--- src/rtl/me_result_collector.sv ---
// Collects one {blk_idx, BestDist, motionX, motionY} result per ME block search into a FIFO
// with a valid/ready output and sticky overflow. Define ME_STATS_EN for the sad_sum/zero_mv statistics.
module me_result_collector #(
  parameter int DEPTH = 8,
  parameter int IDX_W = 8,
  parameter int SUM_W = 16
) (
  input  logic                     clock,
  input  logic                     reset,
  input  logic                     start,
  input  logic                     completed,
  input  logic [7:0]               BestDist,
  input  logic [3:0]               motionX,
  input  logic [3:0]               motionY,
  output logic                     out_valid,
  input  logic                     out_ready,
  output logic [IDX_W+15:0]        out_data,
  output logic [$clog2(DEPTH):0]   fill,
  output logic                     overflow,
  input  logic                     ovf_clr,
  output logic [1:0]               fsm_state
`ifdef ME_STATS_EN
  ,
  output logic [SUM_W-1:0]         sad_sum,
  output logic [7:0]               zero_mv
`endif
);

  localparam int PTR_W  = $clog2(DEPTH);
  localparam int DATA_W = IDX_W + 16;

  // Output handshake: an entry transfers at a rising clock edge where
  // out_valid & out_ready are both high; out_valid/out_data are registered,
  // always reflect the current FIFO head, and out_data reads 0 when empty.

  typedef enum logic [1:0] {
    S_IDLE   = 2'd0,
    S_SEARCH = 2'd1,
    S_DONE   = 2'd2
  } state_t;

  state_t              state_q, state_d;
  logic                comp_prev_q, comp_prev_d;
  logic                comp_rise;
  logic                capture;

  logic [DATA_W-1:0]   mem_q [DEPTH];
  logic [DATA_W-1:0]   mem_d [DEPTH];
  logic [PTR_W:0]      wr_ptr_q, wr_ptr_d;
  logic [PTR_W:0]      rd_ptr_q, rd_ptr_d;
  logic [PTR_W:0]      fill_q, fill_d;
  logic                out_valid_q, out_valid_d;
  logic [DATA_W-1:0]   out_data_q, out_data_d;
  logic [IDX_W-1:0]    blk_idx_q, blk_idx_d;
  logic                overflow_q, overflow_d;

  logic                full;
  logic                pop;
  logic                accept;
  logic                drop;
  logic [DATA_W-1:0]   entry;

  // ---------------- FSM: state register ----------------
  always_ff @(posedge clock or posedge reset) begin
    if (reset) begin
      state_q     <= S_IDLE;
      comp_prev_q <= 1'b0;
    end else begin
      state_q     <= state_d;
      comp_prev_q <= comp_prev_d;
    end
  end

  assign comp_rise   = completed & ~comp_prev_q;
  assign comp_prev_d = completed;

  // ---------------- FSM: next state ----------------
  // A completion rise wins over a same-edge drop of start.
  always_comb begin
    state_d = state_q;
    case (state_q)
      S_IDLE:   if (start) state_d = S_SEARCH;
      S_SEARCH: begin
        if (comp_rise)   state_d = S_DONE;
        else if (!start) state_d = S_IDLE;
      end
      S_DONE:   if (!start) state_d = S_IDLE;
      default:  state_d = S_IDLE;
    endcase
  end

  // ---------------- FSM: outputs ----------------
  always_comb begin
    capture   = 1'b0;
    fsm_state = state_q;
    if (state_q == S_SEARCH && comp_rise) capture = 1'b1;
  end

  // ---------------- FIFO datapath ----------------
  assign fill_q = wr_ptr_q - rd_ptr_q;
  assign full   = (fill_q == DEPTH[PTR_W:0]);
  assign pop    = out_valid_q & out_ready;
  assign accept = capture & (~full | pop);
  assign drop   = capture & full & ~pop;
  assign entry  = {blk_idx_q, BestDist, motionX, motionY};

  always_comb begin
    for (int i = 0; i < DEPTH; i++) mem_d[i] = mem_q[i];
    if (accept) mem_d[wr_ptr_q[PTR_W-1:0]] = entry;
    wr_ptr_d = wr_ptr_q + {{PTR_W{1'b0}}, accept};
    rd_ptr_d = rd_ptr_q + {{PTR_W{1'b0}}, pop};
    fill_d   = wr_ptr_d - rd_ptr_d;
  end

  // Reading the head from mem_d lets a write into an empty FIFO show up
  // on out_data right after the capture edge.
  always_comb begin
    out_valid_d = (fill_d != '0);
    out_data_d  = '0;
    if (out_valid_d) out_data_d = mem_d[rd_ptr_d[PTR_W-1:0]];
  end

  always_comb begin
    blk_idx_d  = blk_idx_q + {{(IDX_W-1){1'b0}}, capture};
    overflow_d = overflow_q;
    if (ovf_clr) overflow_d = 1'b0;
    if (drop)    overflow_d = 1'b1;
  end

  always_ff @(posedge clock or posedge reset) begin
    if (reset) begin
      for (int i = 0; i < DEPTH; i++) mem_q[i] <= '0;
      wr_ptr_q    <= '0;
      rd_ptr_q    <= '0;
      out_valid_q <= 1'b0;
      out_data_q  <= '0;
      blk_idx_q   <= '0;
      overflow_q  <= 1'b0;
    end else begin
      for (int i = 0; i < DEPTH; i++) mem_q[i] <= mem_d[i];
      wr_ptr_q    <= wr_ptr_d;
      rd_ptr_q    <= rd_ptr_d;
      out_valid_q <= out_valid_d;
      out_data_q  <= out_data_d;
      blk_idx_q   <= blk_idx_d;
      overflow_q  <= overflow_d;
    end
  end

  assign out_valid = out_valid_q;
  assign out_data  = out_data_q;
  assign fill      = fill_q;
  assign overflow  = overflow_q;

`ifdef ME_STATS_EN
  // ---------------- statistics over accepted captures ----------------
  logic [SUM_W-1:0] sad_sum_q, sad_sum_d;
  logic [7:0]       zero_mv_q, zero_mv_d;
  logic [SUM_W:0]   sum_ext;

  assign sum_ext = {1'b0, sad_sum_q} + {{(SUM_W-7){1'b0}}, BestDist};

  always_comb begin
    sad_sum_d = sad_sum_q;
    zero_mv_d = zero_mv_q;
    if (ovf_clr) begin
      sad_sum_d = '0;
      zero_mv_d = '0;
    end else if (accept) begin
      sad_sum_d = sum_ext[SUM_W] ? {SUM_W{1'b1}} : sum_ext[SUM_W-1:0];
      if (motionX == 4'h0 && motionY == 4'h0 && zero_mv_q != 8'hFF)
        zero_mv_d = zero_mv_q + 8'd1;
    end
  end

  always_ff @(posedge clock or posedge reset) begin
    if (reset) begin
      sad_sum_q <= '0;
      zero_mv_q <= '0;
    end else begin
      sad_sum_q <= sad_sum_d;
      zero_mv_q <= zero_mv_d;
    end
  end

  assign sad_sum = sad_sum_q;
  assign zero_mv = zero_mv_q;
`endif

endmodule

--- config.mk ---
export PLATFORM = sky130hd
export DESIGN_NAME = me_result_collector
export DESIGN_NICKNAME = d
export VERILOG_FILES = /design/src/rtl/me_result_collector.sv
export SDC_FILE = /design/constraint.sdc
export NUM_CORES = 1
export LEC_CHECK = 0
export CORE_MARGIN = 5
export CORE_UTILIZATION = 59
export DETAILED_ROUTE_END_ITERATION = 7
export GPL_ROUTABILITY_DRIVEN = 0
export PLACE_DENSITY_LB_ADDON = 0.25
export RECOVER_POWER = 25
export SYNTH_ARGS = -nofsm -noshare
export SYNTH_HDL_FRONTEND = slang
export SYNTH_SLANG_ARGS = --single-unit
export TNS_END_PERCENT = 20
--- constraint.sdc ---
create_clock -name clock -period 17.6 [get_ports clock]
set_input_delay 2.64 -clock clock [delete_from_list [all_inputs] [get_ports clock]]
set_output_delay 2.64 -clock clock [all_outputs]
set_load 0.02 [all_outputs]
run_1/layer_met3.png
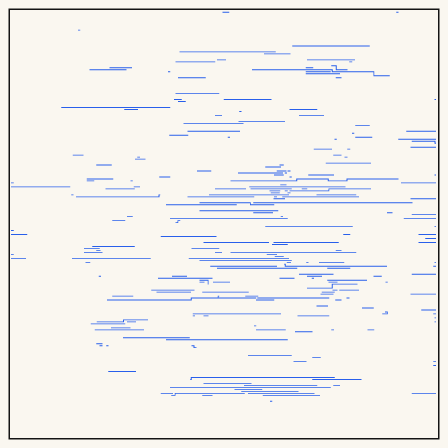
The longest straight run is 54.7 um. The layer carries 2230 um of wire. 96 nets have wire on it. The layer holds 7.9% of the routed length.

run_1/congestion.png
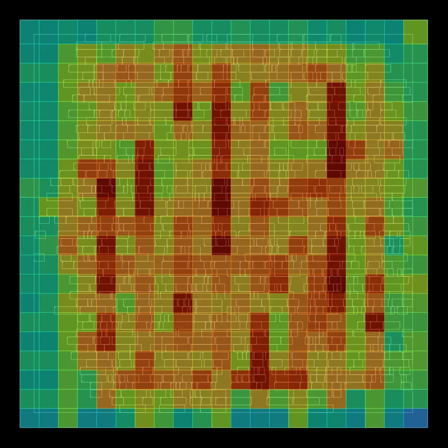
Wirelength per Cell: 24.8 um
overall fraction of global-route tracks in use: 26.2%
routing usage on met1: 37.3%
Most Used Layer, Global Route: met2
met2 Usage GRT: 40.5%

run_1/wires.png
Only two layers are drawn.
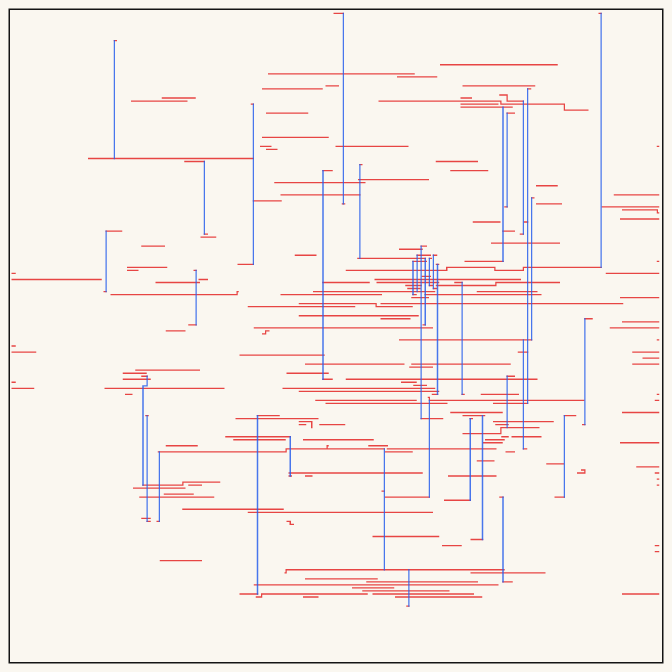
metal 3: shown in red, wire length 2230 um. metal 4: shown in blue, wire length 913 um.

==> notes.md, run 1 <==
The synthesis and place-and-route flow finished, so here is a summary.

The source of the worst register-to-register timing path is out_valid. After layout, the minimum clock period comes to 7.99 ns. Summing all placed instances gives a cell area of 11600 um^2.

The share of synthesized cell area in full adder, half adder and majority cells came out at 1.55%. The chip area line in the Yosys stat output reads 11000 um^2. Yosys instantiated no cell more often than dfrtp_1.

The number of warnings in the stage logs came out at 28. The number of buffers outside the clock class in the layout is 70. For the worst flop-to-flop path, the logic depth is 9. The signal on the critical path passes through dlygate4sd3_1 > clkinvlp_2 > buf_4. The biggest area contributor in the post-synthesis netlist is dfrtp_1. In this run the static leakage power is 5.57 nW. The met3 track utilization from global routing is 4.75%. The number of non-filler instances in the completed layout came out at 1138. For this design the ratio of total power to cell area is 210 nW/um^2. The transition at the pin with the smallest max-transition slack is 7.09 ns. The area share of the largest cell type after synthesis is 53.9%. The hold path depth is 2. The flow reports power dissipated in combinational cells as 1.23 mW. The critical path runs through a total of 3 cells. The HPWL after detailed placement is 15.4 mm. The endpoint type of the worst setup path is an asynchronous set/reset pin. In this run, the clock network consumes 19.0% of the power. The post-synthesis average cell area is 12.6 um^2. The total area of sequential cells came out at 5930 um^2. The arrival time at the worst endpoint is 8.50 ns. The net count after synthesis is 911. The DRC violation total left in the routed layout is recorded as 0.

The worst ir drop on vdd is 0.0000935 V. The flow ran to the end, but the final reports show violations. Of the cells placed in the final design, the portion with a size suffix greater than 1 is 27.9%. The layout has 37 clock buffers. Detailed routing placed a total of 2.23 mm of wire on met3. The power in sequential cells came out at 869 uW. The final instance area came out at 12400 um^2.

In the synthesized netlist, the number of instances is 876. Counting tap cells, the placed design contains a total of 1093 instances. The longest incremental delay of any stage on the critical path is reported as 3.88 ns. The fraction of cell area in non-clock buffers came out at 5.29%. Net switching is 38.8% of the power. Clock tree synthesis inserted a total of 25 buffers.

The compound-cell area share of the yosys netlist came out at 13.9%. The hold buffer count at cts came out at 0. The root cell of the clock tree is clkbuf_16. The main area contributors are dfrtp_1 (54%), mux2_2 (16%), o221ai_1 (3.6%). The first global-routing pass estimated 44.9 mm of wire. The routed metal-1 wire length is 11.9 mm.

The multi-input logic area came out at 4650 um^2. The flop count is 237. The count of port buffers added during placement came out at 53. The wire length recorded after detailed routing is 28.2 mm. The fmax came out at 0.125 GHz. The final global-route overflow total came out at 0.

The power spent charging and discharging nets is 1.01 mW. The min-delay analysis places its worst path in the category reg -> reg. The number of enable flip-flop cells is 0. The start point of the worst min-delay path is mem_q[119]. The maximum clock path buffer count is 3.

The post-synthesis to final-layout area growth came out at 12.3%. The sequential portion of the cell area is 48.0%. The number of cell instances after yosys synthesis came out at 876. The count of endpoints failing hold in the final timing report is 0. The max capacitance violation total is 2. Max fanout on the critical path was recorded as 164. The number of iterations in the first detailed-routing pass is 5. The total number of nets in the final design is 921. The flip-flop and latch count after synthesis is 237. The flow reports power dissipated in the clock network as 494 uW.

The finished layout reports a core utilization of 66.8%. The sum of internal, switching and leakage power came out at 2.59 mW. The checks that failed: max-capacitance violations, max-slew violations. Routed signal wires occupy layers up through met4.

The logic gate fraction of the total cell area is 37.6%. The prevailing post-synth register cell is dfrtp_1. The max-slew violation count is 199.

The worst setup path is launched from an input port. The number of multi-input logic gates came out at 536. The number of vias after detailed routing came out at 7645.

The mux share of post-synthesis cell area came out at 19.4%. The worst pin sits at a relative slew slack of -375%. In this run the register-to-register setup slack is 12.66 ns. The number of global-route vias before repair is 7849.
run_1/io_placement.png
Pins as bars across the die edge, other pins in grey.
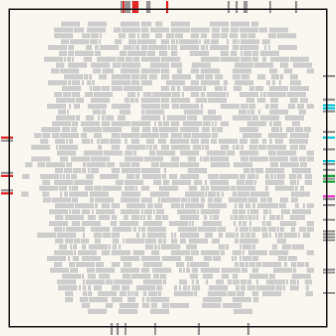

## Run 2: what changed since run 1
--- a/config.mk
+++ b/config.mk
@@ -6,7 +6,7 @@
 export NUM_CORES = 1
 export LEC_CHECK = 0
 export CORE_MARGIN = 5
-export CORE_UTILIZATION = 59
+export CORE_UTILIZATION = 55
 export DETAILED_ROUTE_END_ITERATION = 7
 export GPL_ROUTABILITY_DRIVEN = 0
 export PLACE_DENSITY_LB_ADDON = 0.25
==> constraint.sdc (replaced) <==
create_clock -name clock -period 7 [get_ports clock]
set_input_delay 1.05 -clock clock [delete_from_list [all_inputs] [get_ports clock]]
set_output_delay 1.05 -clock clock [all_outputs]
set_load 0.02 [all_outputs]
run_2/io_placement.png
Pins as bars across the die edge, other pins in grey.
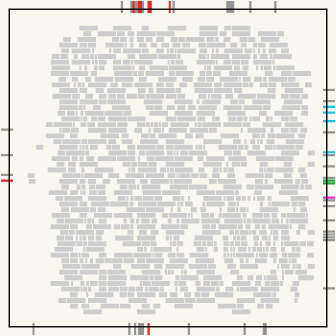
BestDist: shown in red, pins 8, direction input, edge 6 top, 1 left, 1 bottom. motionY: shown in cyan, pins 4, direction input, edge right. fsm_state: shown in green, pins 2, direction output, edge right. overflow: shown in magenta, pins 1, direction output, edge right.
tally of buffers added on design ports: 53
Horiz. Die Dim: 151 um
vertical die size: 151 um

run_2/layer_met3.png
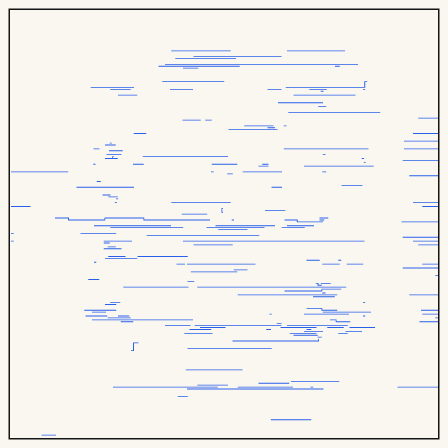
78 nets have wire on it. The layer holds 6.9% of the routed length. The wires run mostly horizontal. The longest straight run is 68.1 um.

==> run 2 against run 1 <==
  * The run still ends with max-capacitance violations, max-slew violations left
  * Synthesized cell count did not move
  * Clock power grew 130%
  * Die area is 6.8% higher
==> notes.md, run 2 <==
The synthesis and place-and-route flow finished, so here is a summary.

The max capacitance violation total came out at 1 (-1). The worst reg-to-reg path cell count is 18 (+9). The cell area after placement came out at 11700 um^2 (+0.45%). dfrtp_1 is the most common cell in the netlist.

The total number of nets in the final design came out at 920 (-0.11%). The number of cells on the critical path is 18 (+15). The fmax is 0.188 GHz. The worst setup path is captured at a flop. The leakage power summed over all cells is 5.52 nW (-0.97%).

The cell count after placement came out at 1124 (+2.8%). The root cell of the clock tree is clkbuf_16. The overall routed net length came out at 28.2 mm (-0.26%). The start point of the worst min-delay path is mem_q[69]. The number of multi-input logic gates is 536 (unchanged).

The post-synth net total came out at 911 (unchanged). The number of remaining DRC errors came out at 0 (unchanged). The arrival time at the worst endpoint is 5.70 ns (-2.80 ns). The checks that failed: max-capacitance violations, max-slew violations. The instance count of the mapped netlist is 876 (unchanged). The number of enable flip-flop cells is 0 (unchanged). The sum of internal, switching and leakage power was 6.43 mW (+150%). The max-slew violation count is 167 (-16%). The number of buffers outside the clock class in the layout is 70 (unchanged). Sorting the synthesized cells by area gives the leading types as dfrtp_1 (54%), mux2_2 (16%), o221ai_1 (3.6%).

The met2 usage is 40.0% (-0.51 points). The wire length of the first global-routing pass is 45.0 mm (+0.17%). The worst-case headroom to the max-slew limit was -164% (+210 points). The multi-input logic area is 4660 um^2 (+0.11%).

The critical path goes through inv_1 > ha_1 > inv_1 > fa_1 > xor2_2 > nor4_4 > and3_1 > nor2_1 > ha_1 > ha_1 > ha_1 > a21o_1 > a21oi_1 > xnor2_1 > or3_1 > buf_4 > o211ai_1 > a2111oi_1. According to the hold report, the worst path is of the reg -> reg type. The share of synthesized cell area in full adder, half adder and majority cells came out at 1.55% (unchanged). The fraction of power consumed by the clock network is 18.0% (-1.0 points). The hold buffer count at cts was 0 (unchanged).

The power density of the placed cells came out at 522 nW/um^2 (+150%). The average wire length per cell after detail routing came out at 24.3 um (-2.2%). The clock buffer count from CTS is 24 (-4.0%). The peak fanout along the critical path is 14 (-91%). The total area of sequential cells is 5930 um^2 (unchanged). The transition at the pin with the smallest max-transition slack came to 3.96 ns (-3.13 ns). The flop count came out at 237 (unchanged). For this run, the leading register cell type out of synthesis is dfrtp_1. The post-synthesis to final-layout area growth is 12.0%. The worst path needs 5.31 ns of the cycle, external delays included. The flip-flop and latch count after synthesis is 237 (unchanged). The met3 track utilization from global routing came out at 4.28% (-0.47 points). The fraction of final layout cells with drive strength greater than 1 came to 27.4% (-0.50 points). The largest area contributor in the netlist is dfrtp_1. STA classifies the critical path startpoint as a flop. The flow ran to the end, but the final reports show violations. The met1 routing resource usage after global routing came out at 35.7% (-1.6 points). The clock network power came out at 1.16 mW (+130%). The worst ir drop on vdd is 0.000278 V (+200%). The power in combinational cells is 3.09 mW (+150%). The worst reg-to-reg setup slack came out at 1.69 ns (-10.97 ns).

The post-synthesis average cell area came out at 12.6 um^2 (unchanged). The count of endpoints failing hold in the final timing report is 0 (unchanged). The number of non-filler instances in the completed layout is 1160 (+1.9%). The highest metal layer carrying signal wires in the routed design is met4. The mux share of post-synthesis cell area is 19.4% (unchanged). The fraction of cell area in non-clock buffers was 5.32% (+0.027 points).
run_2/flops_by_reg.png
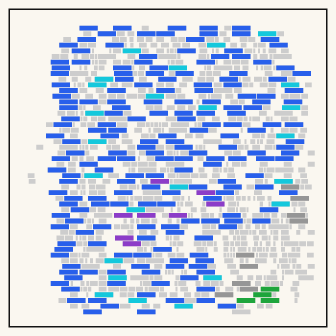

## Run 3: what changed since run 2
==> constraint.sdc (replaced) <==
create_clock -name clock -period 4.6 [get_ports clock]
set_input_delay 0.69 -clock clock [delete_from_list [all_inputs] [get_ports clock]]
set_output_delay 0.69 -clock clock [all_outputs]
set_load 0.02 [all_outputs]
run_3/flops_by_reg.png
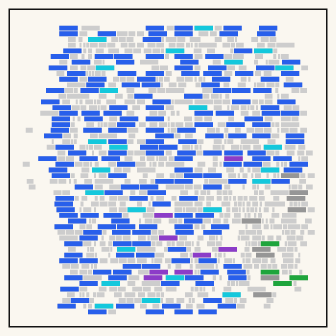
out_data: shown in cyan, sequential cells 24. rd_ptr_q: shown in green, sequential cells 4, where bottom right. mem_q: shown in blue, sequential cells 192, where widely spread. blk_idx_q: shown in purple, sequential cells 8, where bottom middle.
Another 9 sequential cells are not coloured.

run_3/congestion.png
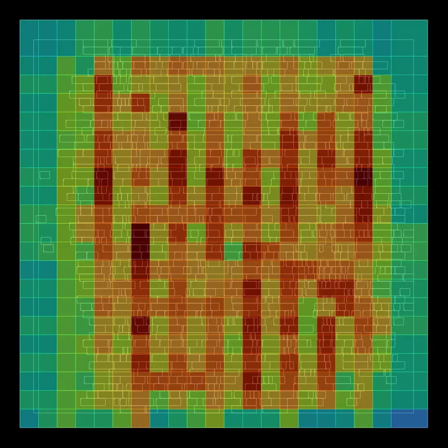
met3 Track Usage GR: 4.05%
post-layout util: 64.1%
routing usage on met1: 35.1%
met2 Usage GRT: 41.3%
overall fraction of global-route tracks in use: 25.5%

==> run 3 against run 2 <==
  * Highest routed layer unchanged
  * Sequential share of layout area decreased by 0.86 points
  * Wire length up 2.0%
  * Critical endpoint unchanged
  * The run still ends with max-capacitance violations, max-slew violations left
  * Largest power group unchanged
  * Critical path depth is 1 lower
==> notes.md, run 3 <==
The synthesis and place-and-route flow finished, so here is a summary.

The final layout report lists a filler cell count of 1465. The worst ir drop on vdd is 0.000553 V (+99%). The share of synthesized area in the top cell type comes to 53.9%. Post-synth the commonest register cell is dfrtp_1. For reference, the critical path cell chain is inv_1 > ha_1 > inv_1 > fa_1 > nor4_4 > and3_1 > nor2_1 > ha_1 > ha_1 > ha_1 > a21o_1 > a21oi_1 > xnor2_1 > or3_1 > buf_8 > o211ai_1 > a2111oi_2. The total area of sequential cells came to 5930 um^2 (about the same). The count of routing violations after the opening detailed-route iteration came out at 630.

The floorplan-stage core utilization is 56.2%. In the final routing, the length of wire on met1 measures 11.6 mm. The count of port buffers added during placement came out at 53 (unchanged). The critical path ends at out_data[22]. In this run, flip-flops and latches consume 32.8% of the power. STA classifies the critical path endpoint as a flop. The mux share of post-synthesis cell area came out at 19.4% (unchanged). The average wire length per cell after detail routing was 24.2 um (-0.16%).

The largest area contributor in the netlist is dfrtp_1. The leakage power summed over all cells came out at 5.66 nW (+2.5%). After global routing the overflow that remains totals 0. The transition at the pin with the smallest max-transition slack came out at 2.98 ns (-0.988 ns). The async set-or-reset flop fraction in the synthesized netlist came out at 100%. The source of the worst register-to-register timing path is wr_ptr_q[0]. The logic gate fraction of the total cell area is 37.0%. Signal routing reaches up to met4.

The compound-cell area share of the yosys netlist came out at 13.9%. The register with the most flip-flops in the layout has 192 of them. The biggest cell delay along the critical path came out at 0.50 ns. The wire length on met3 came out at 2.34 mm. The post-synthesis average cell area is 12.6 um^2 (unchanged). The overall routed net length is 28.7 mm (+2.0%).

Setup repair after global routing left no endpoint under its margin. The HPWL after detailed placement is 16.8 mm. The die boundary height is 151 um (unchanged).

The maximum clock path buffer count came out at 3. The fmax is 0.235 GHz (+25%). The most frequent logic cell in the layout is dfrtp_1. The chip width came out at 151 um (unchanged). The area of the core is 19600 um^2. By area, the class that comes first in the final layout consists of registers. The count of unique library cells instantiated by Yosys came out at 55. Among all stages on the critical path, the largest delay is contributed by fa_1.

The power density of the placed cells came out at 807 nW/um^2 (+55%). The timing report shows the most common cell along the critical path to be ha_1. The run finished, with violations left. The post-synthesis to final-layout area growth came out at 14.0%. The peak fanout along the critical path is 18 (+4).

The start point of the worst min-delay path is mem_q[79]. The proportion of power drawn by combinational gates came out at 47.9%. Among cell families on the critical path, the largest total delay comes from adder cells. The critical path starts at wr_ptr_q[0]. STA shows the worst min-delay path finishing at mem_q[79].

Sorting the synthesized cells by area gives the leading types as dfrtp_1 (54%), mux2_2 (16%), o221ai_1 (3.6%). The later-pin clock latency in the skew report is 0.51 ns. The max capacitance violation total came out at 2 (+1).

The floorplan report gives the top-level pin count as 54. The clock buffer count from CTS came out at 25 (+4.2%). The number of non-filler instances in the completed layout is 1185 (+2.2%). The clock network power is 1.96 mW (+69%).

Leaving out fill and tap cells, the most frequent cells in the layout are dfrtp_1 (236), mux2_2 (161), nor2_1 (77). The sum of met2 wire segment lengths after detailed routing is 13.8 mm. The clock skew is 0.00994 ns. The flip-flop and latch count after synthesis is 237 (unchanged). Final hold analysis gives a worst-case slack of 0.493 ns.

The worst-case setup slack after placement came out at 0.164 ns. The checks that failed: max-capacitance violations, max-slew violations. The fraction of power consumed by the clock network is 19.4% (+1.4 points). The portion of the clock cycle consumed by the worst path in the final layout came out at 92.6%. The cell count after placement came out at 1139 (+1.3%). The fraction of final layout cells with drive strength greater than 1 is 29.7% (+2.3 points). The number of clock sinks seen by CTS is 237. The largest register by flop count is mem_q. The fraction of the yosys area taken by sequential cells is 53.9%. The non-clock inverter instance count of the final layout is 16. The count of nets left with antenna violations once routing finished came out at 0. The chip area is 23000 um^2. The worst-case headroom to the max-slew limit came out at -98.4% (+66 points). By area, the combinational part of the netlist is dominated by multiplexers. The max-slew violation count is 239 (+43%). The internal power summed over all cells came out at 6.24 mW. The number of cell instances after yosys synthesis is 876. STA lists the endpoint of the worst register-to-register path as out_data[22]. The count of endpoints failing setup in the final report came out at 0. The maximum level of the CTS H-tree is 1. The share of synthesized cell area in full adder, half adder and majority cells is 1.55% (unchanged). The number of global-route vias before repair came to 8031. The flop count came out at 237 (unchanged). Warnings raised by the tools during the run amount to 32.

The worst reg-to-reg path cell count is 17 (-1). The hold buffer count at cts was 0 (unchanged). The time the worst path needs with I/O delays and setup is 4.26 ns (-1.05 ns). The netlist area before placement came out at 11000 um^2. The area fraction in xor and xnor cells came out at 1.42%. The worst path meets setup with 0.341 ns of slack. The initialized floorplan defines 51 standard-cell rows. The required arrival time at the worst endpoint is 5.00 ns. The tree is rooted in a clkbuf_16.

The maximum number of pins on one net before global-route repair came out at 124. The worst reg-to-reg setup slack is 0.34 ns (-1.35 ns). Per the repair_timing log after CTS, setup buffers inserted total 0.

The count of endpoints failing hold in the final timing report is 0 (unchanged). The number of multi-input logic gates came to 536 (unchanged). STA classifies the critical path startpoint as a flop. The power in combinational cells came out at 4.85 mW (+57%).

The dominant power group in this design is combinational logic. The number of iterations in the first detailed-routing pass is 5. TritonCTS built the clock tree.

The classification of the worst-slack hold path is reg -> reg. The registers of the reported paths see a clock transition of 0.06 ns. The instance count of the mapped netlist is 876 (unchanged). The number of remaining DRC errors came to 0 (unchanged). Once the clock tree was built, the resizer swapped 0 gates to a different size.

The arrival time at the worst endpoint came out at 4.66 ns (-1.04 ns). The multi-input logic area came out at 4640 um^2 (-0.32%). The number of vias after detailed routing is 7683. The wire length of the first global-routing pass came out at 45.1 mm (+0.28%). The total number of nets in the final design came out at 936 (+1.7%). The number of buffers outside the clock class in the layout is 85 (+21%). The sequential portion of the cell area is 47.2%. The hold path depth came out at 1. The post-synth net total came out at 911 (unchanged). The number of cells on the critical path came out at 17 (-1).

The most instantiated library cell after synthesis is dfrtp_1. The number of tap instances is 265. The number of enable flip-flop cells came to 0 (unchanged). The final antenna diode tally reported by the flow is 1. The number of clock buffer instances in the layout came out at 37. The sum of internal, switching and leakage power came out at 10.1 mW (+58%).

The clock buffer and inverter area fraction after layout came out at 6.47%. The cell area after placement came out at 11800 um^2 (+0.90%). The fraction of cell area in non-clock buffers came out at 6.16% (+0.84 points). The global routing stage identified its most utilized layer as met2. In the setup report, the worst path falls into the class reg -> reg.
No activity file was given, so power comes from the tool's default toggle rates.
